**src/rtl/sfft_sequencer_if.sv**
```systemverilog
// Bundle of control, config, datapath-stream and result signals between the
// system side and the SFFT run controller. The slave modport is the sequencer.
interface sfft_sequencer_if #(
  parameter int BITWIDTH  = 8,
  parameter int NUMINPUTS = 2
);
  logic                              iStart;
  logic                              iAbort;
  logic [BITWIDTH-1:0]               iwRealCfg;
  logic [BITWIDTH-1:0]               iwImgCfg;
  logic [NUMINPUTS-1:0]              iReal;
  logic [NUMINPUTS-1:0]              iImg;
  logic                              oClr;
  logic                              oLoadW;
  logic                              oEn;
  logic [BITWIDTH-1:0]               owReal;
  logic [BITWIDTH-1:0]               owImg;
  logic                              oBusy;
  logic                              oDone;
  logic [NUMINPUTS*(BITWIDTH+1)-1:0] oCntReal;
  logic [NUMINPUTS*(BITWIDTH+1)-1:0] oCntImg;

  modport master (
    output iStart, iAbort, iwRealCfg, iwImgCfg, iReal, iImg,
    input  oClr, oLoadW, oEn, owReal, owImg, oBusy, oDone, oCntReal, oCntImg
  );

  modport slave (
    input  iStart, iAbort, iwRealCfg, iwImgCfg, iReal, iImg,
    output oClr, oLoadW, oEn, owReal, owImg, oBusy, oDone, oCntReal, oCntImg
  );
endinterface

```
**src/rtl/sfft_sequencer.sv**
```systemverilog
// Run controller for the stochastic FFT datapath: one transform per start,
// IDLE -> CLEAR -> LOAD -> RUN (L+PIPE_LAT cycles) -> DONE, counting ones on
// every real/imag output stream over the last L RUN cycles.
// Optional macro SFFT_SEQ_CONT_EN: iStart in DONE loops straight to CLEAR.
module sfft_sequencer #(
  parameter int BITWIDTH  = 8,
  parameter int NUMINPUTS = 2,
  parameter int PIPE_LAT  = 1
) (
  input  logic             iClk,
  input  logic             iRstN,
  sfft_sequencer_if.slave  bus
);

  localparam int CNTW    = BITWIDTH + 1;
  localparam int RUN_LEN = (1 << BITWIDTH) + PIPE_LAT;
  localparam int CW      = $clog2(RUN_LEN);

  typedef enum logic [2:0] {
    ST_IDLE,
    ST_CLEAR,
    ST_LOAD,
    ST_RUN,
    ST_DONE
  } state_t;

  state_t                          state_q, state_d;
  logic [CW-1:0]                   cyc_q, cyc_d;
  logic [NUMINPUTS-1:0][CNTW-1:0]  acc_r_q, acc_r_d;
  logic [NUMINPUTS-1:0][CNTW-1:0]  acc_i_q, acc_i_d;
  logic [NUMINPUTS-1:0][CNTW-1:0]  cnt_r_q, cnt_r_d;
  logic [NUMINPUTS-1:0][CNTW-1:0]  cnt_i_q, cnt_i_d;
  logic [BITWIDTH-1:0]             wr_q, wr_d;
  logic [BITWIDTH-1:0]             wi_q, wi_d;
  logic                            capture;

  // State, counters, accumulators, result and twiddle registers
  always_ff @(posedge iClk) begin
    if (!iRstN) begin
      state_q <= ST_IDLE;
      cyc_q   <= '0;
      acc_r_q <= '0;
      acc_i_q <= '0;
      cnt_r_q <= '0;
      cnt_i_q <= '0;
      wr_q    <= '0;
      wi_q    <= '0;
    end else begin
      state_q <= state_d;
      cyc_q   <= cyc_d;
      acc_r_q <= acc_r_d;
      acc_i_q <= acc_i_d;
      cnt_r_q <= cnt_r_d;
      cnt_i_q <= cnt_i_d;
      wr_q    <= wr_d;
      wi_q    <= wi_d;
    end
  end

  // Next-state, accumulation and result capture
  always_comb begin
    state_d = state_q;
    cyc_d   = cyc_q;
    acc_r_d = acc_r_q;
    acc_i_d = acc_i_q;
    cnt_r_d = cnt_r_q;
    cnt_i_d = cnt_i_q;
    wr_d    = wr_q;
    wi_d    = wi_q;
    capture = 1'b0;

    unique case (state_q)
      ST_IDLE: begin
        if (bus.iStart && !bus.iAbort) begin
          state_d = ST_CLEAR;
          capture = 1'b1;
        end
      end
      ST_CLEAR: begin
        acc_r_d = '0;
        acc_i_d = '0;
        cyc_d   = '0;
        state_d = ST_LOAD;
      end
      ST_LOAD: begin
        state_d = ST_RUN;
      end
      ST_RUN: begin
        if (cyc_q >= CW'(PIPE_LAT)) begin
          for (int unsigned k = 0; k < NUMINPUTS; k++) begin
            acc_r_d[k] = acc_r_q[k] + CNTW'(bus.iReal[k]);
            acc_i_d[k] = acc_i_q[k] + CNTW'(bus.iImg[k]);
          end
        end
        cyc_d = cyc_q + 1'b1;
        if (cyc_q == CW'(RUN_LEN - 1)) begin
          // The final RUN bit is folded in here so results line up with oDone.
          cnt_r_d = acc_r_d;
          cnt_i_d = acc_i_d;
          state_d = ST_DONE;
        end
      end
      ST_DONE: begin
`ifdef SFFT_SEQ_CONT_EN
        if (bus.iStart) begin
          state_d = ST_CLEAR;
          capture = 1'b1;
        end else begin
          state_d = ST_IDLE;
        end
`else
        state_d = ST_IDLE;
`endif
      end
      default: state_d = ST_IDLE;
    endcase

    // Abort wins over everything: drop back to IDLE and keep old results.
    if (bus.iAbort && (state_q != ST_IDLE)) begin
      state_d = ST_IDLE;
      cnt_r_d = cnt_r_q;
      cnt_i_d = cnt_i_q;
      capture = 1'b0;
    end

    if (capture) begin
      wr_d = bus.iwRealCfg;
      wi_d = bus.iwImgCfg;
    end
  end

  // Control outputs decoded from the registered state
  always_comb begin
    bus.oClr     = (state_q == ST_CLEAR);
    bus.oLoadW   = (state_q == ST_LOAD);
    bus.oEn      = (state_q == ST_RUN);
    bus.oDone    = (state_q == ST_DONE);
    bus.oBusy    = (state_q != ST_IDLE);
    bus.owReal   = wr_q;
    bus.owImg    = wi_q;
    bus.oCntReal = cnt_r_q;
    bus.oCntImg  = cnt_i_q;
  end

endmodule

```
**src/flat_wrapper.sv**
```systemverilog
// flat-port wrapper written by rule: the top's interface ports become plain ports
module sfft_sequencer_flat 
#(
  parameter int BITWIDTH  = 8,
  parameter int NUMINPUTS = 2,
  parameter int PIPE_LAT  = 1
)
  (iClk, iRstN, bus_iStart, bus_iAbort, bus_iwRealCfg, bus_iwImgCfg, bus_iReal, bus_iImg, bus_oClr, bus_oLoadW, bus_oEn, bus_owReal, bus_owImg, bus_oBusy, bus_oDone, bus_oCntReal, bus_oCntImg);
  sfft_sequencer_if #(.BITWIDTH(BITWIDTH), .NUMINPUTS(NUMINPUTS)) bus_i ();
  input  logic iClk;
  input  logic iRstN;
  input wire logic [$bits(bus_i.iStart)-1:0] bus_iStart;
  input wire logic [$bits(bus_i.iAbort)-1:0] bus_iAbort;
  input wire logic [$bits(bus_i.iwRealCfg)-1:0] bus_iwRealCfg;
  input wire logic [$bits(bus_i.iwImgCfg)-1:0] bus_iwImgCfg;
  input wire logic [$bits(bus_i.iReal)-1:0] bus_iReal;
  input wire logic [$bits(bus_i.iImg)-1:0] bus_iImg;
  output wire logic [$bits(bus_i.oClr)-1:0] bus_oClr;
  output wire logic [$bits(bus_i.oLoadW)-1:0] bus_oLoadW;
  output wire logic [$bits(bus_i.oEn)-1:0] bus_oEn;
  output wire logic [$bits(bus_i.owReal)-1:0] bus_owReal;
  output wire logic [$bits(bus_i.owImg)-1:0] bus_owImg;
  output wire logic [$bits(bus_i.oBusy)-1:0] bus_oBusy;
  output wire logic [$bits(bus_i.oDone)-1:0] bus_oDone;
  output wire logic [$bits(bus_i.oCntReal)-1:0] bus_oCntReal;
  output wire logic [$bits(bus_i.oCntImg)-1:0] bus_oCntImg;
  assign bus_i.iStart = bus_iStart;
  assign bus_i.iAbort = bus_iAbort;
  assign bus_i.iwRealCfg = bus_iwRealCfg;
  assign bus_i.iwImgCfg = bus_iwImgCfg;
  assign bus_i.iReal = bus_iReal;
  assign bus_i.iImg = bus_iImg;
  assign bus_oClr = bus_i.oClr;
  assign bus_oLoadW = bus_i.oLoadW;
  assign bus_oEn = bus_i.oEn;
  assign bus_owReal = bus_i.owReal;
  assign bus_owImg = bus_i.owImg;
  assign bus_oBusy = bus_i.oBusy;
  assign bus_oDone = bus_i.oDone;
  assign bus_oCntReal = bus_i.oCntReal;
  assign bus_oCntImg = bus_i.oCntImg;
  sfft_sequencer #(.BITWIDTH(BITWIDTH), .NUMINPUTS(NUMINPUTS), .PIPE_LAT(PIPE_LAT)) u_core (.iClk(iClk), .iRstN(iRstN), .bus(bus_i));
endmodule
```
**config.mk**
```make
export PLATFORM = sky130hd
export DESIGN_NAME = sfft_sequencer_flat
export DESIGN_NICKNAME = d
export VERILOG_FILES = /design/src/rtl/sfft_sequencer_if.sv /design/src/rtl/sfft_sequencer.sv /design/src/flat_wrapper.sv
export SDC_FILE = /design/constraint.sdc
export NUM_CORES = 1
export LEC_CHECK = 0
export CORE_MARGIN = 5
export CORE_UTILIZATION = 50
export DETAILED_ROUTE_END_ITERATION = 10
export GPL_TIMING_DRIVEN = 1
export MAX_ROUTING_LAYER = met4
export PLACE_DENSITY_LB_ADDON = 0.2
export SYNTH_ARGS = -nofsm -noshare
export SYNTH_HDL_FRONTEND = slang
export SYNTH_SLANG_ARGS = --single-unit
```
**constraint.sdc**
```tcl
create_clock -name iClk -period 4.75 [get_ports iClk]
set_clock_uncertainty 0.1 [all_clocks]
set_input_delay 0.95 -clock iClk [delete_from_list [all_inputs] [get_ports iClk]]
set_output_delay 0.95 -clock iClk [all_outputs]
set_load 0.01 [all_outputs]
```
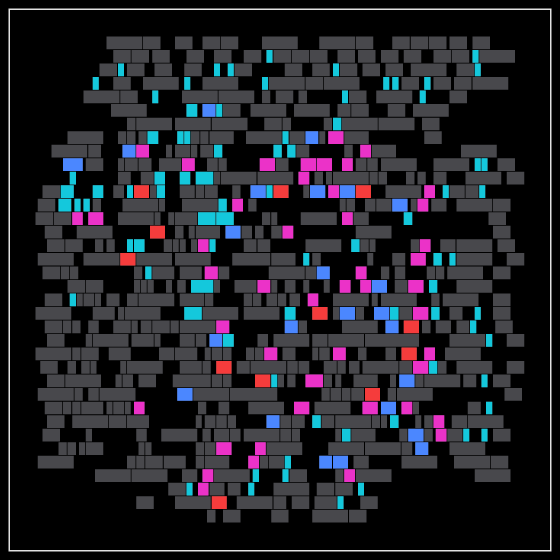
run_1/gates.png
Cyan marks nor cells, cells 81, most used nor2_1, where all over the die. Red marks xor and xnor cells, cells 12, most used xnor2_1. Blue marks non-inverting ao/oa cells, cells 24, most used o22a_1. Magenta marks and/or cells, cells 46, most used or3_1.
final cell count without fillers: 757
Comb/total area: 44.75%

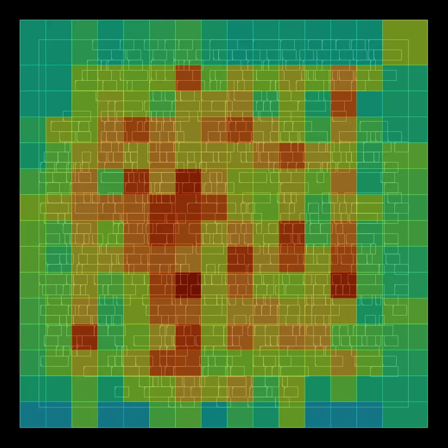
run_1/congestion_map.png
grt met1 use: 28.86%
final core utilization: 61.29%

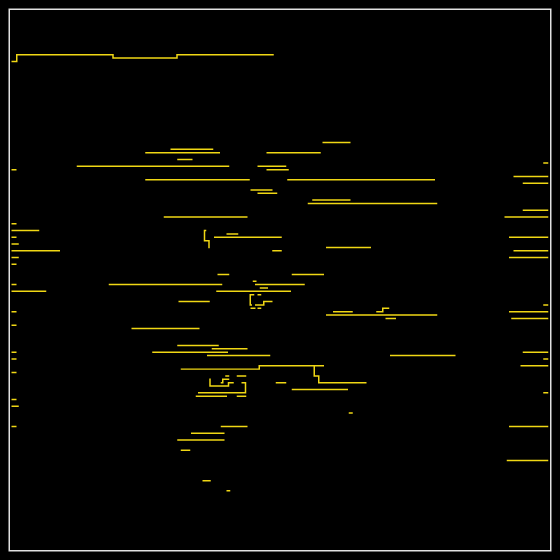
run_1/m3.png
The longest straight run is 30.4 µm. The layer carries 678 µm of wire.
met3 GRT Util: 3.197%
vias: 4491

==> job_summary.md, run 1 <==
## PnR job results

| Metric | Value |
|---|---|
| Distinct lib cells used | approximately 53 |
| Top Layout Cells | 100 x dfxtp_1, 80 x clkdlybuf4s50_1, 50 x nor2_1 |
| Num CTS Buffers | 9 |
| Log Warnings | 28 |
| Register area share after synthesis | about two fifths |
| Req. time, crit path | roughly 3.7 ns |
| CTS tree | built |
| Post-synth top area cell | dfxtp_1 |
| Clock buffer depth | 2 |
| Max-cap violations | 0 |
| Share of cells above drive strength 1 | about 5.6% |
| Iteration-0 DRC Markers | 251 |
| Pin count of the biggest net entering global routing | 50 |
| Unrepaired setup endpoints after global routing | no |
| Top-area cell share | 41.17% |
| Ant diodes | 0 |
| Status | complete, no violations |
| Die Size | roughly 0.012 mm² |
| Worst reg2reg path depth | 6 |
| CP Data Arrival Time | 2.16 ns |
| Ys flop type | dfxtp_1 |
-- run 1: worst paths after layout --
check                                    endpoint         startpoint
worst min register to register  u_core.acc_r_q[8]  u_core.acc_r_q[8]
worst min-delay path            u_core.acc_r_q[8]  u_core.acc_r_q[8]
worst max-delay path                     bus_oClr  u_core.state_q[0]
worst max register to register  u_core.acc_r_q[9]    u_core.cyc_q[1]
-- run 1: worst reg2reg max path, delay by kind of cell (launching register included) --
family	cells	cell delay, ns
flops	1	0.46
buf+inv	1	0.11
compound gates	1	0.15
fa+ha+maj	1	0.21
simple gates	3	1.68
-- run 1: stage by stage --
step	area [µm²]	setup WS (ns)	total power (µW)	cells	hold slack, ns
finish	5908	1.543	1525	757	0.3883
global route	5908	1.407	1584	757	0.4121
CTS	5908	1.536	1533	757	0.3917
detailed placement	5710	1.622	981.3	741	0.3716
global placement	5710	1.694	979.0	741	0.3705
floorplan	4862	2.384	932.4	563	0.3434
-- run 1: state kept, by name, summed over array words and instances, names as in the netlist --
name                 flops
u_core.bus.oCntReal     18
u_core.state_q           3
u_core.bus.oCntImg      18
u_core.acc_i_q          18
u_core.bus.owReal        8
u_core.acc_r_q          18
u_core.cyc_q             9
u_core.bus.owImg         8
-- run 1: power breakdown --
group / switching (µW) / internal [µW]
Clock: 316 / 248
Sequential: 6.10 / 847
Combinational: 57.8 / 50.9
Total: 380 / 1150
-- run 1: cell type report --
cell class | count | area (µm²)
Sequential cell | 100 | 2002
Timing Repair Buffer | 89 | 868.3
Tap cell | 133 | 166.4
Fill cell | 871 | 3731
Multi-Input combinational cell | 411 | 2644
Inverter | 8 | 30.03
Clock inverter | 7 | 73.82
Clock buffer | 9 | 123.9
-- run 1: synthesized netlist by cell type (7+ instances only) --
library cell / count
a211oi_1: 16
a21oi_1: 23
o22a_1: 9
a31oi_1: 24
nand3_1: 20
mux2i_1: 24
ha_1: 11
or3_1: 12
and4_1: 11
clkbuf_1: 29
buf_2: 9
and3_1: 9
o22ai_1: 8
nor2_1: 50
o21ai_0: 41
nor3_1: 17
dfxtp_1: 100
inv_1: 8
or4_1: 7
a311oi_1: 11
nand2_1: 47
xnor2_1: 10
-- run 1: cell families after synthesis --
kind of cell | count (synthesis) | synth area share (%)
AND-OR/OR-AND | 160 | 22.67
adder cells (fa/ha/maj) | 11 | 2.831
flip-flops | 100 | 41.17
buffers and inverters | 52 | 4.555
multiplexers | 24 | 4.941
AND/OR/NAND/NOR | 204 | 21.67
XOR/XNOR | 12 | 2.162
-- run 1: per-layer routing --
| layer | global-route usage [%] | share of wire [%] | up-vias |
|---|---|---|---|
| met5 | - | 0 | - |
| li1 | - | - | 2211 |
| met4 | 7.935 | 1.7 | 0 |
| met3 | 3.197 | 5.5 | 24 |
| met1 | 28.86 | 47 | 2114 |
| met2 | 33.45 | 46 | 142 |
run_1/m2.png
Scale bar: 20 µm.
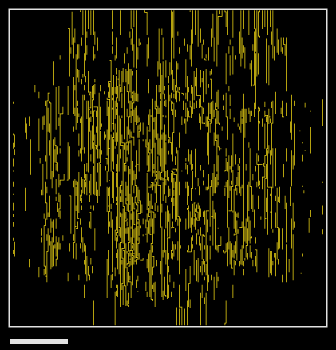

==> run 2, diff against run 1 <==
- clock period: 4.75 -> 3.4 ns (I/O delays scaled with it)
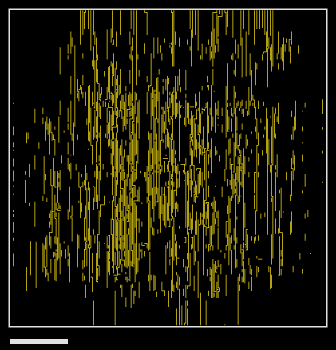
run_2/m2.png
Scale bar: 20 µm.
The longest straight run is 45.2 µm. The layer carries 5510 µm of wire.

==> run 2 against run 1 <==
Against the previous run: die size did not move; critical path depth rose by 1; design area rose by 1.1%; total power rose by 40%; largest cell class unchanged.
==> job_summary.md, run 2 <==
## PnR job results

| Metric | Value |
|---|---|
| Cycle use final | 79.27% |
| Max-cap violations | 0 (unchanged) |
| Psw | 495.1 µW (+30%) |
| CTS tree | built |
| Iteration-0 DRC Markers | 282 (+12%) |
| Vias in the first global route | slightly above 4000 |
| Worst Tran Pin Value | approximately 0.89 ns |
| Flop pwr share | 55.8% (about the same) |
| Final core utilization | 61.94% (+0.65 points) |
| Log Warnings | 28 (unchanged) |
| Initial core utilization | between 50% and 60% |
| Sw Ratio | 23.21% (-1.7 points) |
| Top-area cell share | 41.17% (unchanged) |
| Num CTS Buffers | 9 (unchanged) |
| Post-synth top area cell | dfxtp_1 |
| Top Layout Cells | 100 x dfxtp_1, 80 x clkdlybuf4s50_1, 50 x nor2_1 |
| Die Size | 0.01180 mm² (unchanged) |
| Clock power frac | 36.7% (-0.3 points) |
| Ant diodes | 0 (unchanged) |
| Unrepaired setup endpoints after global routing | no |
| Placed cell count | 747 (+0.81%) |
| Crit-path max FO | 13 |
| Vias per cell | about 6 |
| Top post-synthesis cells by count | 100 x dfxtp_1, 50 x nor2_1, 47 x nand2_1 |
| Distinct lib cells used | 53 (unchanged) |
| CP Data Arrival Time | 1.92 ns (-0.24 ns) |
| Pin count of the biggest net entering global routing | 44 (-12%) |
| Core Area | 0.009639 mm² |
| I/O pin count | around 81 |
| Ys flop type | dfxtp_1 |
| Logic pwr share | 7.4% (+0.3 points) |
| Final cell count without fillers | 763 (+0.79%) |
| Hold WS | 0.3898 ns (+0.001460 ns) |
| Share of cells above drive strength 1 | 6.349% (+0.74 points) |
| Status | complete, no violations |
| Seq cells post-synth | approximately 100 |
| DR DRC count | 0 |
| Initial DRT Pass Iterations | 5 |
| Pleak | between 0.002 and 0.0025 µW |
| Peak supply drop | between 200 and 250 µV |
| Max Freq | between 0.3 and 0.4 GHz |
| Die Y-Extent | approximately 110 µm |
| Register area share after synthesis | 41.17% (unchanged) |
| Req. time, crit path | 2.62 ns (-1.08 ns) |
| Vias | 4454 (-0.82%) |
| Synth top cell by count | dfxtp_1 |
| Clock buffer depth | 2 (unchanged) |
| Internal power | 1638 µW (+43%) |
==> run 2: through the flow <==
step | cell area, µm² | power (µW) | setup slack, ns
final | 5971 | 2133 | 0.7048
after floorplan | 4862 | 1303 | 1.297
after CTS | 5971 | 2152 | 0.6915
after detailed placement | 5768 | 1377 | 0.6122
after global routing | 5971 | 2221 | 0.4923
after global placement | 5768 | 1374 | 0.6658
==> run 2: cell type report <==
type / instances / area (µm²)
clock inverters: 4 / 47.55
clock buffers: 12 / 155.1
flip-flops and latches: 100 / 2002
well taps: 133 / 166.4
repair buffers: 95 / 925.9
fillers: 887 / 3669
inverters: 8 / 30.03
multi-input cells: 411 / 2644
==> run 2: worst paths after layout <==
check	startpoint	end	slack, ns	cells past startpoint
max reg2reg	u_core.cyc_q[1]	u_core.bus.oCntReal[17]	0.71	6
max	u_core.state_q[0]	bus_oEn	0.70	4
min reg2reg	u_core.acc_r_q[8]	u_core.acc_r_q[8]	0.39	1
min	u_core.acc_r_q[8]	u_core.acc_r_q[8]	0.39	1
==> run 2: worst max-delay path, stage by stage (launching register included) <==
cell	delay, ns
dfxtp_1	0.52
nand3b_1	0.11
buf_4	0.21
inv_1	0.15
clkdlybuf4s50_1	0.57
==> run 2: metal layers <==
layer / track usage (%) / part of all wire, % / up-vias
met5: - / 0 / -
met4: 7.845 / 2.2 / 0
met3: 3.671 / 4.8 / 20
met2: 32.83 / 46 / 119
met1: 29.22 / 47 / 2099
li1: - / - / 2216
==> run 2: cell families (layout without fill, tap and decap cells) <==
kind of cell | after synthesis | after routing | synth area share (%)
adder cells (fa/ha/maj) | 11 | 11 | 2.831
flip-flops | 100 | 100 | 41.17
buffers and inverters | 52 | 119 | 4.555
AND-OR/OR-AND | 160 | 160 | 22.67
AND/OR/NAND/NOR | 204 | 204 | 21.67
multiplexers | 24 | 24 | 4.941
XOR/XNOR | 12 | 12 | 2.162
==> run 2: power groups by stage <==
stage	sequential, µW	clock (µW)	combinational [µW]
2_1_floorplan	1220	0	81.5
3_3_place_gp	1220	0	157
3_5_place_dp	1220	0	159
4_1_cts	1190	801	160
5_1_grt	1190	855	173
6_report	1190	783	159
No activity file was given, so power comes from the tool's default toggle rates.
